## src/rtl/fir_pkg.sv

```systemverilog
// Shared FIR coefficient-loader definitions: default sizing constants and FSM state encoding.
package fir_pkg;

    localparam int DEF_TAPS        = 49;
    localparam int DEF_COEFF_WIDTH = 16;
    localparam int DEF_ADDR_WIDTH  = 6;

    typedef enum logic [2:0] {
        ST_IDLE,
        ST_LOAD,
        ST_SETTLE,
        ST_RUN,
        ST_ERROR
    } fir_state_t;

endpackage

```

## src/rtl/fir_coeff_loader.sv

```systemverilog
// Streams TAPS coefficients into a FIR filter, holds it disabled while settling, then enables it.
// Latency: one cycle from accepted stream word to wr_en; fir_en rises SETTLE_CYCLES after the last write.
// Backpressure: s_ready is high only in LOAD; a load stalled TIMEOUT cycles aborts to ERROR.
module fir_coeff_loader
    import fir_pkg::*;
#(
    parameter int TAPS          = DEF_TAPS,
    parameter int COEFF_WIDTH   = DEF_COEFF_WIDTH,
    parameter int ADDR_WIDTH    = DEF_ADDR_WIDTH,
    parameter int TIMEOUT       = 255,
    parameter int SETTLE_CYCLES = 2
) (
    input  logic                          clk,
    input  logic                          rst,
    input  logic                          load_req,
    input  logic                          s_valid,
    input  logic signed [COEFF_WIDTH-1:0] s_data,
    output logic                          s_ready,
    output logic        [ADDR_WIDTH-1:0]  wr_addr,
    output logic signed [COEFF_WIDTH-1:0] wr_data,
    output logic                          wr_en,
    output logic                          fir_en,
    output logic                          busy,
    output logic                          done,
    output logic                          err
);

    localparam int TMO_W = $clog2(TIMEOUT + 1);
    localparam int SET_W = (SETTLE_CYCLES > 1) ? $clog2(SETTLE_CYCLES) : 1;

    localparam logic [ADDR_WIDTH-1:0] LAST_ADDR = ADDR_WIDTH'(TAPS - 1);
    localparam logic [TMO_W-1:0]      TMO_LIMIT = TMO_W'(TIMEOUT);
    localparam logic [SET_W-1:0]      SET_LAST  = SET_W'(SETTLE_CYCLES - 1);

    fir_state_t                   state_q,    state_d;
    logic        [ADDR_WIDTH-1:0] addr_cnt_q, addr_cnt_d;
    logic        [TMO_W-1:0]      tmo_cnt_q,  tmo_cnt_d;
    logic        [SET_W-1:0]      set_cnt_q,  set_cnt_d;
    logic                         wr_en_q,    wr_en_d;
    logic        [ADDR_WIDTH-1:0] wr_addr_q,  wr_addr_d;
    logic signed [COEFF_WIDTH-1:0] wr_data_q, wr_data_d;
    logic                         done_q,     done_d;
    logic        [TMO_W-1:0]      tmo_inc;

    assign tmo_inc = tmo_cnt_q + TMO_W'(1);

    always_ff @(posedge clk or posedge rst) begin
        if (rst) begin
            state_q    <= ST_IDLE;
            addr_cnt_q <= '0;
            tmo_cnt_q  <= '0;
            set_cnt_q  <= '0;
            wr_en_q    <= 1'b0;
            wr_addr_q  <= '0;
            wr_data_q  <= '0;
            done_q     <= 1'b0;
        end else begin
            state_q    <= state_d;
            addr_cnt_q <= addr_cnt_d;
            tmo_cnt_q  <= tmo_cnt_d;
            set_cnt_q  <= set_cnt_d;
            wr_en_q    <= wr_en_d;
            wr_addr_q  <= wr_addr_d;
            wr_data_q  <= wr_data_d;
            done_q     <= done_d;
        end
    end

    always_comb begin
        state_d    = state_q;
        addr_cnt_d = addr_cnt_q;
        tmo_cnt_d  = tmo_cnt_q;
        set_cnt_d  = set_cnt_q;
        wr_en_d    = 1'b0;
        wr_addr_d  = wr_addr_q;
        wr_data_d  = wr_data_q;
        done_d     = 1'b0;

        case (state_q)
            ST_IDLE, ST_RUN, ST_ERROR: begin
                if (load_req) begin
                    state_d    = ST_LOAD;
                    addr_cnt_d = '0;
                    tmo_cnt_d  = '0;
                end
            end
            ST_LOAD: begin
                if (s_valid) begin
                    wr_en_d   = 1'b1;
                    wr_addr_d = addr_cnt_q;
                    wr_data_d = s_data;
                    tmo_cnt_d = '0;
                    if (addr_cnt_q == LAST_ADDR) begin
                        // Settle count begins on the cycle the final wr_en is visible.
                        state_d   = ST_SETTLE;
                        set_cnt_d = '0;
                    end else begin
                        addr_cnt_d = addr_cnt_q + ADDR_WIDTH'(1);
                    end
                end else begin
                    tmo_cnt_d = tmo_inc;
                    if (tmo_inc == TMO_LIMIT) begin
                        state_d = ST_ERROR;
                    end
                end
            end
            ST_SETTLE: begin
                if (set_cnt_q == SET_LAST) begin
                    state_d = ST_RUN;
                    done_d  = 1'b1;
                end else begin
                    set_cnt_d = set_cnt_q + SET_W'(1);
                end
            end
            default: begin
                state_d = ST_IDLE;
            end
        endcase
    end

    // Status outputs decode the state register directly so reset clears them without a clock.
    assign s_ready = (state_q == ST_LOAD);
    assign busy    = (state_q == ST_LOAD) || (state_q == ST_SETTLE);
    assign fir_en  = (state_q == ST_RUN);
    assign err     = (state_q == ST_ERROR);
    assign wr_en   = wr_en_q;
    assign wr_addr = wr_addr_q;
    assign wr_data = wr_data_q;
    assign done    = done_q;

endmodule

```

## config.mk

```make
export PLATFORM = sky130hd
export DESIGN_NAME = fir_coeff_loader
export DESIGN_NICKNAME = d
export VERILOG_FILES = /design/src/rtl/fir_pkg.sv /design/src/rtl/fir_coeff_loader.sv
export SDC_FILE = /design/constraint.sdc
export NUM_CORES = 1
export LEC_CHECK = 0
export ABC_AREA = 1
export CORE_MARGIN = 2
export CORE_UTILIZATION = 53
export DETAILED_ROUTE_END_ITERATION = 16
export PLACE_DENSITY = 0.85
export SLEW_MARGIN = 20
export SYNTH_ARGS = -nofsm -noshare
export SYNTH_HDL_FRONTEND = slang
export SYNTH_SLANG_ARGS = --single-unit
```

## constraint.sdc

```tcl
create_clock -name clk -period 3.8 [get_ports clk]
set_clock_uncertainty 0.15 [all_clocks]
set_input_delay 0.76 -clock clk [delete_from_list [all_inputs] [get_ports clk]]
set_output_delay 0.76 -clock clk [all_outputs]
set_load 0.02 [all_outputs]
```

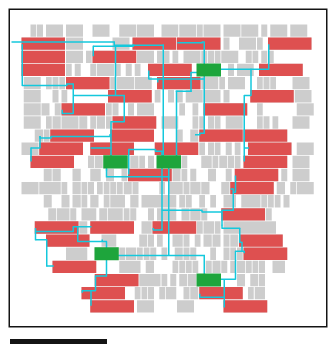
*Clock distribution*
Bar = 20 um.
legend:
  cyan:
    item: clock wires
    length: 478 um
  green:
    item: clock-net drivers
    count: 5
  red:
    item: flip-flops
    count: 42
routed clock nets: 6
Clock power frac: 19.1%
clk latency late pin: 0.30 ns
Clk. pwr: 0.000352 W

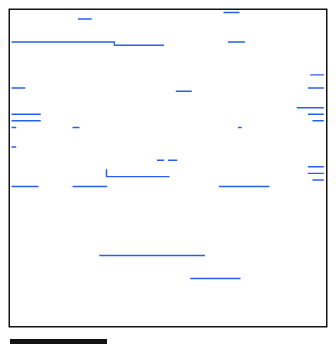
*The metal 3 layer*
Bar = 20 um.
main direction: horizontal
nets with wire on the layer: 22
wire length on this layer: 155 um
Vias: 1,750
met3 Use GR: 3.767%

==> results.yml <==
# physical design summary
worst_hold_path:
  min_path_cells: 2
  worst_hold_path.endpoint: "wr_data[3]$_DFFE_PP0P_"
grt:
  overflow: 0
  grt-busiest-layer: "met2"
  grtUsageTotal_pct: 22.44
  grt_pass1_vias: 1662
  grt_max_degree: 30
  antenna_found_initial: 0
yosys:
  xor_share_pct: 1.312
  ys_sh_adder_pct: 2.500
  ys_cells: 248
  synthCells: 248
  postSynthSeqShare_pct: 52.50
  mux_area_share_pct: 0
  async_flop_share_pct: 100.0
  aoi_share_pct: 7.000
  syn_avg_cell_area_sq_um: 8.072
  fp_nets: 272
  flop_cell: "dfrtp_1"
  top_logic_kind: "simple AND/OR/NAND/NOR gates"
  synth_top_area_share_pct: 52.50
  top_cells_by_count: "nand2_1 (98), dfrtp_1 (42), inv_1 (28)"
  ys.flops: 42
worst_setup_path:
  crit_path_start: "state_q[1]$_DFFE_PP0P_"
  critical-path-slowest-cell: "clkdlybuf4s50_1"
  worst-setup-path-type: "register to output pin"
  crit_buf_inv: 1
  worstPathArrival_ns: 1.82
  crit_path_max_fanout: 7
  reg2reg_from: "state_q[1]$_DFFE_PP0P_"
  worstSetupEndpointType: "output pin"
  reg2regPathDepth: 7
layout:
  buffers: 49
  largest_reg_flops: 16
  layout.cells.non_filler: 348
  largest_cell_class: "flip-flops and latches"
  sh_seq_area_pct: 39.96
  final_cell_area_sq_um: 2630
  design.seq.count: 42
  layout_top_cell: "nand2_1"
  nNetsFinal: 323
  n_antenna_cell: 0
  regArea_sq_um: 1051
  n_all_inverters: 31
  fin_util_pct: 72.38
  synthToLayoutAreaGrowth_pct: 31.37
  drive_gt1_share_pct: 6.000
route:
  routed_via_density: 5.029
  wire_per_inst_um: 12.02
  met1_length_um: 1808
  met3_length_um: 155
  wl_met2_um: 2136
  drtIter0Drc: 82
run_status:
  status: "finished clean"
placed_design:
  dpl_cell_area_sq_um: 2517
  dp_hpwl_um: 3080
  dp.cells: 340
power_and_ir_drop:
  power_density_nw_per_um2: 701.9
  finalPower_w: 0.001846
  pwr-share-seq_pct: 36.2
  power_switching_w: 0.0007413
  leakage_nw: 1.298
  pg_comb_w: 0.000825
  seq_power_w: 0.000669
  power_leader: "combinational cells"
  power.internal_w: 0.001105
  p_comb_share_pct: 44.7
die:
  initCoreUtil_pct: 55.10
  io_pins: 48
  die_w_um: 65.46
  taps: 48
  num_rows: 22
final_timing:
  tightest_slew_ns: 0.9601
  fin_crit_ns: 2.726
  fin_ws_ns: 1.074
  slew_viol_final: 0
  setup_viol: 0
  rsz0062_at_grt: "false"
  slew_headroom_pct: 35.92
  fin_setup_tns_ns: 0
  final_hold_viol_count: 0
  period_used_pct: 71.72
  hold_ws_ns: 0.3233
clock_network:
  hold_buffers: 0
  cts_num_sinks: 42
  cts_buffers: 5
  cts_tree: "done"
  clk_pin_slew_worst_paths_ns: 0.08
  cts_root_buf: "clkbuf_8"
  cts_resized: 0
flow_run:
  drv_cap: 0
  tool_warnings: 28
Power is estimated from default activity; no workload was simulated.
